--- src/rtl/home_control_core.sv ---
// Registered home-automation core: code authorization, heater/cooler requests, module status.
// Optional failed-attempt lockout is built when AUTH_LOCKOUT_EN is defined.
module home_control_core #(
  parameter logic [3:0] AUTH_CODE = 4'b1010,
  parameter logic [7:0] TEMP_LOW  = 8'd18,
  parameter logic [7:0] TEMP_HIGH = 8'd25,
  parameter logic [7:0] HUM_HIGH  = 8'd70
`ifdef AUTH_LOCKOUT_EN
  ,
  parameter int unsigned MAX_FAILS = 3
`endif
) (
  input  logic       clk,
  input  logic       reset,
  input  logic [3:0] code,
  input  logic       validate,
  input  logic [7:0] temperature,
  input  logic [7:0] humidity,
  input  logic [2:0] control_signals,
  output logic       auth_status,
  output logic       auth_locked,
  output logic       heater_on,
  output logic       cooler_on,
  output logic [2:0] module_status
);

  logic       validate_q;
  logic       auth_q, auth_d;
  logic       heater_q, heater_d;
  logic       cooler_q, cooler_d;
  logic [2:0] status_q;
  logic       attempt;
  logic       code_ok;

  // A held validate counts once: only the sampled rising edge is an attempt.
  assign attempt = validate & ~validate_q;
  assign code_ok = (code == AUTH_CODE);

  // Heater wins below the low band; humidity only matters inside the band.
  always_comb begin
    heater_d = 1'b0;
    cooler_d = 1'b0;
    if (temperature < TEMP_LOW) begin
      heater_d = 1'b1;
    end else if (temperature > TEMP_HIGH) begin
      cooler_d = 1'b1;
    end else begin
      cooler_d = (humidity > HUM_HIGH);
    end
  end

`ifdef AUTH_LOCKOUT_EN
  localparam logic [3:0] MaxFails = 4'(MAX_FAILS);

  logic [3:0] fail_q, fail_d;
  logic       locked_q, locked_d;

  always_comb begin
    auth_d   = auth_q;
    fail_d   = fail_q;
    locked_d = locked_q;
    if (attempt && !locked_q) begin
      if (code_ok) begin
        auth_d = 1'b1;
        fail_d = 4'd0;
      end else begin
        auth_d = 1'b0;
        fail_d = (fail_q == 4'hf) ? fail_q : fail_q + 4'd1;
        if (fail_d >= MaxFails) begin
          locked_d = 1'b1;
        end
      end
    end
  end

  always_ff @(posedge clk) begin
    if (reset) begin
      fail_q   <= 4'd0;
      locked_q <= 1'b0;
    end else begin
      fail_q   <= fail_d;
      locked_q <= locked_d;
    end
  end

  assign auth_locked = locked_q;
`else
  always_comb begin
    auth_d = auth_q;
    if (attempt) begin
      auth_d = code_ok;
    end
  end

  assign auth_locked = 1'b0;
`endif

  always_ff @(posedge clk) begin
    if (reset) begin
      validate_q <= 1'b0;
      auth_q     <= 1'b0;
      heater_q   <= 1'b0;
      cooler_q   <= 1'b0;
      status_q   <= 3'b000;
    end else begin
      validate_q <= validate;
      auth_q     <= auth_d;
      heater_q   <= heater_d;
      cooler_q   <= cooler_d;
      status_q   <= control_signals;
    end
  end

  assign auth_status   = auth_q;
  assign heater_on     = heater_q;
  assign cooler_on     = cooler_q;
  assign module_status = status_q;

endmodule

--- config.mk ---
export PLATFORM = sky130hd
export DESIGN_NAME = home_control_core
export DESIGN_NICKNAME = d
export VERILOG_FILES = /design/src/rtl/home_control_core.sv
export SDC_FILE = /design/constraint.sdc
export NUM_CORES = 1
export LEC_CHECK = 0
export CELL_PAD_IN_SITES_DETAIL_PLACEMENT = 0
export CELL_PAD_IN_SITES_GLOBAL_PLACEMENT = 1
export CORE_MARGIN = 8
export CORE_UTILIZATION = 18
export CTS_BUF_LIST = sky130_fd_sc_hd__clkbuf_4
export CTS_CLUSTER_DIAMETER = 30
export DETAILED_ROUTE_END_ITERATION = 10
export PLACE_DENSITY = 0.95
export RECOVER_POWER = 25
export SETUP_SLACK_MARGIN = 0.5
export SLEW_MARGIN = 5
export SYNTH_ARGS = -nofsm -noshare
export SYNTH_HDL_FRONTEND = slang
export SYNTH_SLANG_ARGS = --single-unit
export TNS_END_PERCENT = 1
--- constraint.sdc ---
create_clock -name clk -period 1.45 [get_ports clk]
set_input_delay 0.145 -clock clk [delete_from_list [all_inputs] [get_ports clk]]
set_output_delay 0.145 -clock clk [all_outputs]
set_load 0.02 [all_outputs]
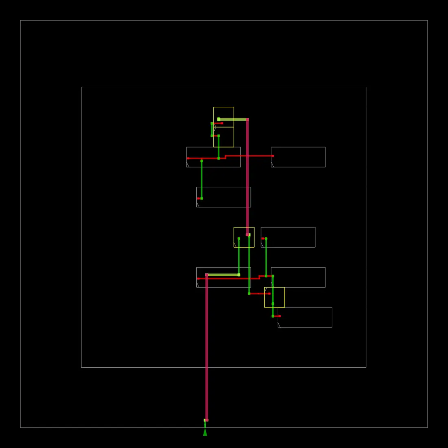
(images/clock_nets.png)
TritonCTS Buffers: 3
Setup Skew: 0.000163 ns
Sink Count: 7

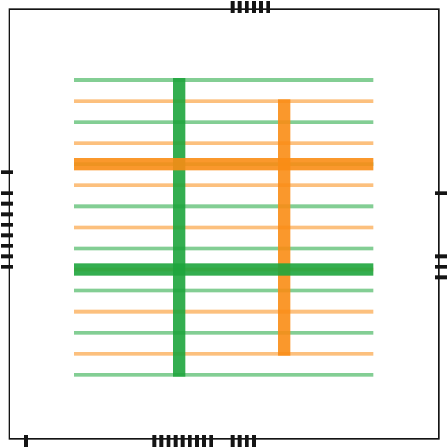
(images/floorplan.png)
Pins as bars on the die edge.
- VSS: green
- VDD: orange
- met4 straps: 2
- met1 rails: 15
- met5 straps: 2
- rows: 14
- signal pins: 33
chip width: 55.3 um
core area: 1470 um^2
maximum VDD drop: 0.227 mV
die height: 55.3 um

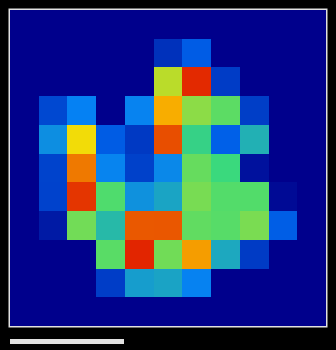
(images/util_map.png)
Scale bar: 20 um. 11 x 11 tiles, from dark blue (low) to red (high), 0 to 100% covered.
- mean over tiles: 20%
- densest ninth of the die: center
- emptiest ninth of the die: upper left
- fullest tile: 96%
initial core utilization: 0.189
fin util: 0.426

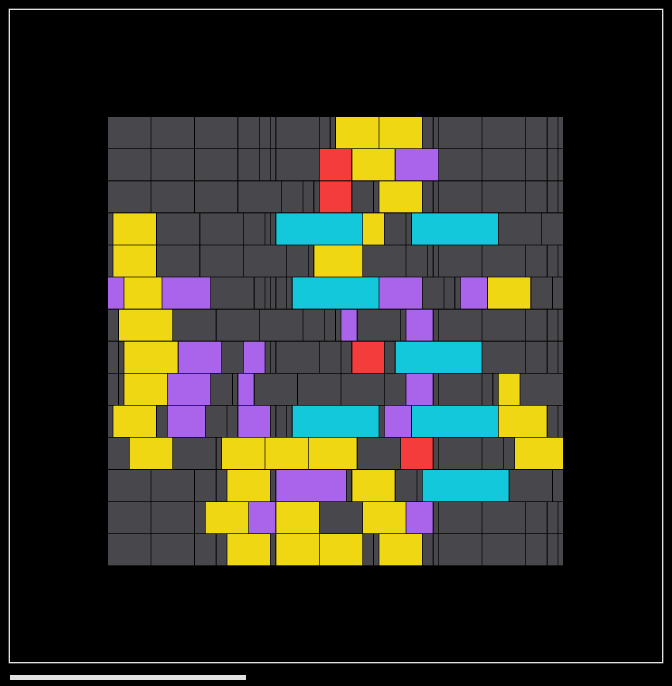
(images/class_map.png)
Scale bar: 20 um. Fill, decap, tap and diode cells in gray.
- remaining logic cells: purple (cells 18)
- registers: cyan (cells 7)
- clock drivers and dummy loads: red (cells 4)
- remaining buffers and delay cells: yellow (cells 30)
FP Rows: 14
flop share of the area: 0.224
Finished Cell Area: 627 um^2

==> cells by family (layout without fill, tap and decap cells) <==
family	Yosys count	count (layout)	synth area share
AND-OR/OR-AND	4	4	0.126
flip-flops	7	7	0.504
buffers and inverters	1	34	0.0270
multiplexers	1	1	0.0360
other	1	1	0.0135
AND/OR/NAND/NOR	12	12	0.293
==> registers in the layout (all words and copies together) (netlist names) <==
signal / flops
module_status: 3
auth_status: 1
cooler_on: 1
heater_on: 1
validate_q: 1
==> routing by layer <==
metal | vias to the layer above | track usage | routed length, um
met1 | 139 | 0.0527 | 290
met3 | 4 | 0.0205 | 47
met4 | 0 | 0.0739 | 35
met5 | - | 0 | 0
met2 | 17 | 0.114 | 511
li1 | 156 | - | -
==> power by group <==
group          total (uW)  switching (uW)  leakage, uW  internal [uW]
Combinational         109            33.9     0.000197           74.8
Clock                 190            66.3    0.0000184            123
Sequential            204            2.06    0.0000579            202
Total                 502             102     0.000273            400
==> per-stage QoR <==
step | worst slack [ns] | hold WS, ns
5_1_grt | 0.448 | 0.197
3_3_place_gp | 0.141 | 0.485
2_1_floorplan | 0.575 | 0.217
6_report | 0.500 | 0.197
4_1_cts | 0.463 | 0.295
3_5_place_dp | 0.119 | 0.494
==> worst max path at each step <==
stage                        start   endpoint  slack (ns)  cells after the start
floorplan           temperature[6]  cooler_on        0.58                      3
global placement    temperature[6]  cooler_on        0.14                      4
detailed placement  temperature[6]  cooler_on        0.12                      4
CTS                 temperature[7]  cooler_on        0.46                      4
global route             heater_on  heater_on        0.45                      1
finish                   cooler_on  cooler_on        0.50                      1
==> what timing repair did <==
| item | 4_1_cts | 5_1_grt |
|---|---|---|
| resized | 20 | 4 |
| pin swaps | 3 | 4 |
| endpoints found under the setup margin | 7 | 8 |
| gates cloned | 0 | 0 |
| buffers inserted | 0 | 0 |
==> impl_metrics.env <==
# source this file to load flow results
export IMPL_layout_drive_gt1_share=0.220
export IMPL_fp_nets=52
export IMPL_syn2layout_area_growth_pct=126
export IMPL_flop_cell="dfxtp_1"
export IMPL_timing_fmax_mhz=1050
export IMPL_insertion_delay_ns=0.24
export IMPL_ioPinCount=33
export IMPL_wl_per_cell_um=11.8
export IMPL_path_delay_family="flip-flops"
export IMPL_syn_avg_cell_area_um2=10.7
export IMPL_nWellTaps=16
export IMPL_fillCellCount=157
export IMPL_slew_violations=0
export IMPL_grt_pass1_wl_mm=1.57
export IMPL_cp_start_kind="flip-flop"
export IMPL_hold_violations=0
export IMPL_final_common_cell="clkdlybuf4s50_1"
export IMPL_fin_crit_sh=0.655
export IMPL_tns_ns=0
export IMPL_ys_async_sr_fraction=0
export IMPL_yosys_area_top_type_share=0.505
export IMPL_nonClkBufAreaFrac=0.477
export IMPL_setup_worst_path_end_class="output pin"
export IMPL_hp_class="in2reg"
export IMPL_synth_chip_area_um2=278
export IMPL_grt_ovfl_total=0
export IMPL_dpl_cell_area_um2=591
export IMPL_leakage_uw=0.000273
export IMPL_gp_congestion=0.643
export IMPL_seqCellArea_um2=140
export IMPL_grt_max_degree=8
export IMPL_min_to="heater_on"
export IMPL_edf_count=0
export IMPL_worst_path_largest_cell_delay_ns=0.31
export IMPL_avgViaCountPerCell=4.21
export IMPL_largest_class="buffers"
export IMPL_crit_chain="clkdlybuf4s15_2"
export IMPL_top_area_cell="dfxtp_1"
export IMPL_reg2reg_to="auth_status"
export IMPL_cp_num_buf_inv=1
export IMPL_critPathSlowestCell="dfxtp_1"
export IMPL_hp_start="temperature[7]"
export IMPL_required_ns=1.31
export IMPL_ys_flops=7
export IMPL_comb_share=0.220
export IMPL_inverters=0
export IMPL_diodes=0
export IMPL_path_clk_slew_ns=0.05
export IMPL_comb_cells=18
export IMPL_ys_warn_count=0
export IMPL_n_all_buffers=30
export IMPL_power_uw=502
export IMPL_mi_logic_area_um2=138
export IMPL_r2r_cells=3
export IMPL_placedCellCount=71
export IMPL_drt_iter0_markers=2
export IMPL_flops=7
export IMPL_common_cells="dfxtp_1, nor2b_1, nor2_1"
export IMPL_place_port_buffers=30
export IMPL_maxCapViolations=0
export IMPL_cp_max_fo=1
export IMPL_dr_pass1_iters=2
export IMPL_critical_path_class="reg2out"
export IMPL_min_period_ns=0.950
export IMPL_rr_startpoint="validate_q"
export IMPL_nClkBuffers=4
export IMPL_grt_pass1_vias=381
export IMPL_layout_top_cells="clkdlybuf4s50_1, dfxtp_1, nor2b_1, clkbuf_4, clkdlybuf4s15_2"
export IMPL_setup_viol=0
export IMPL_min_path_cells=3
export IMPL_yosys_stat_seqShare=0.505
export IMPL_htreeDepth=1
export IMPL_antenna_left=0
export IMPL_warning_count=29
export IMPL_die_area_um2=3060
export IMPL_antenna_found_initial=0
export IMPL_drt_wl_total_um=885
export IMPL_stdcell_count=75
export IMPL_power_density_nw_per_um2=801
export IMPL_track_usage=0.0651
export IMPL_dp_hpwl_um=792
export IMPL_yosysCellCount=26
export IMPL_rsz0062_at_grt="yes"
export IMPL_cts_buffer_depth=2
export IMPL_drc=0
export IMPL_synth_cell_types=15
export IMPL_topCellsByArea="dfxtp_1, nor2b_1, or3_4"
export IMPL_cts_root_buf="clkbuf_4"
export IMPL_worstPathArrival_ns=0.81
export IMPL_syn_cell_area_um2=278
export IMPL_num_vias=316
export IMPL_status="finished clean"
export IMPL_reg2reg_setup_slack_ns=0.66
export IMPL_synth_most_common_cell="dfxtp_1"
export IMPL_cts_hold_buf=0
export IMPL_cts_tree="yes"
export IMPL_netlist_instances=26
export IMPL_final_nets=86
export IMPL_clk_share=0.0479
Power and IR drop assume default switching activity.
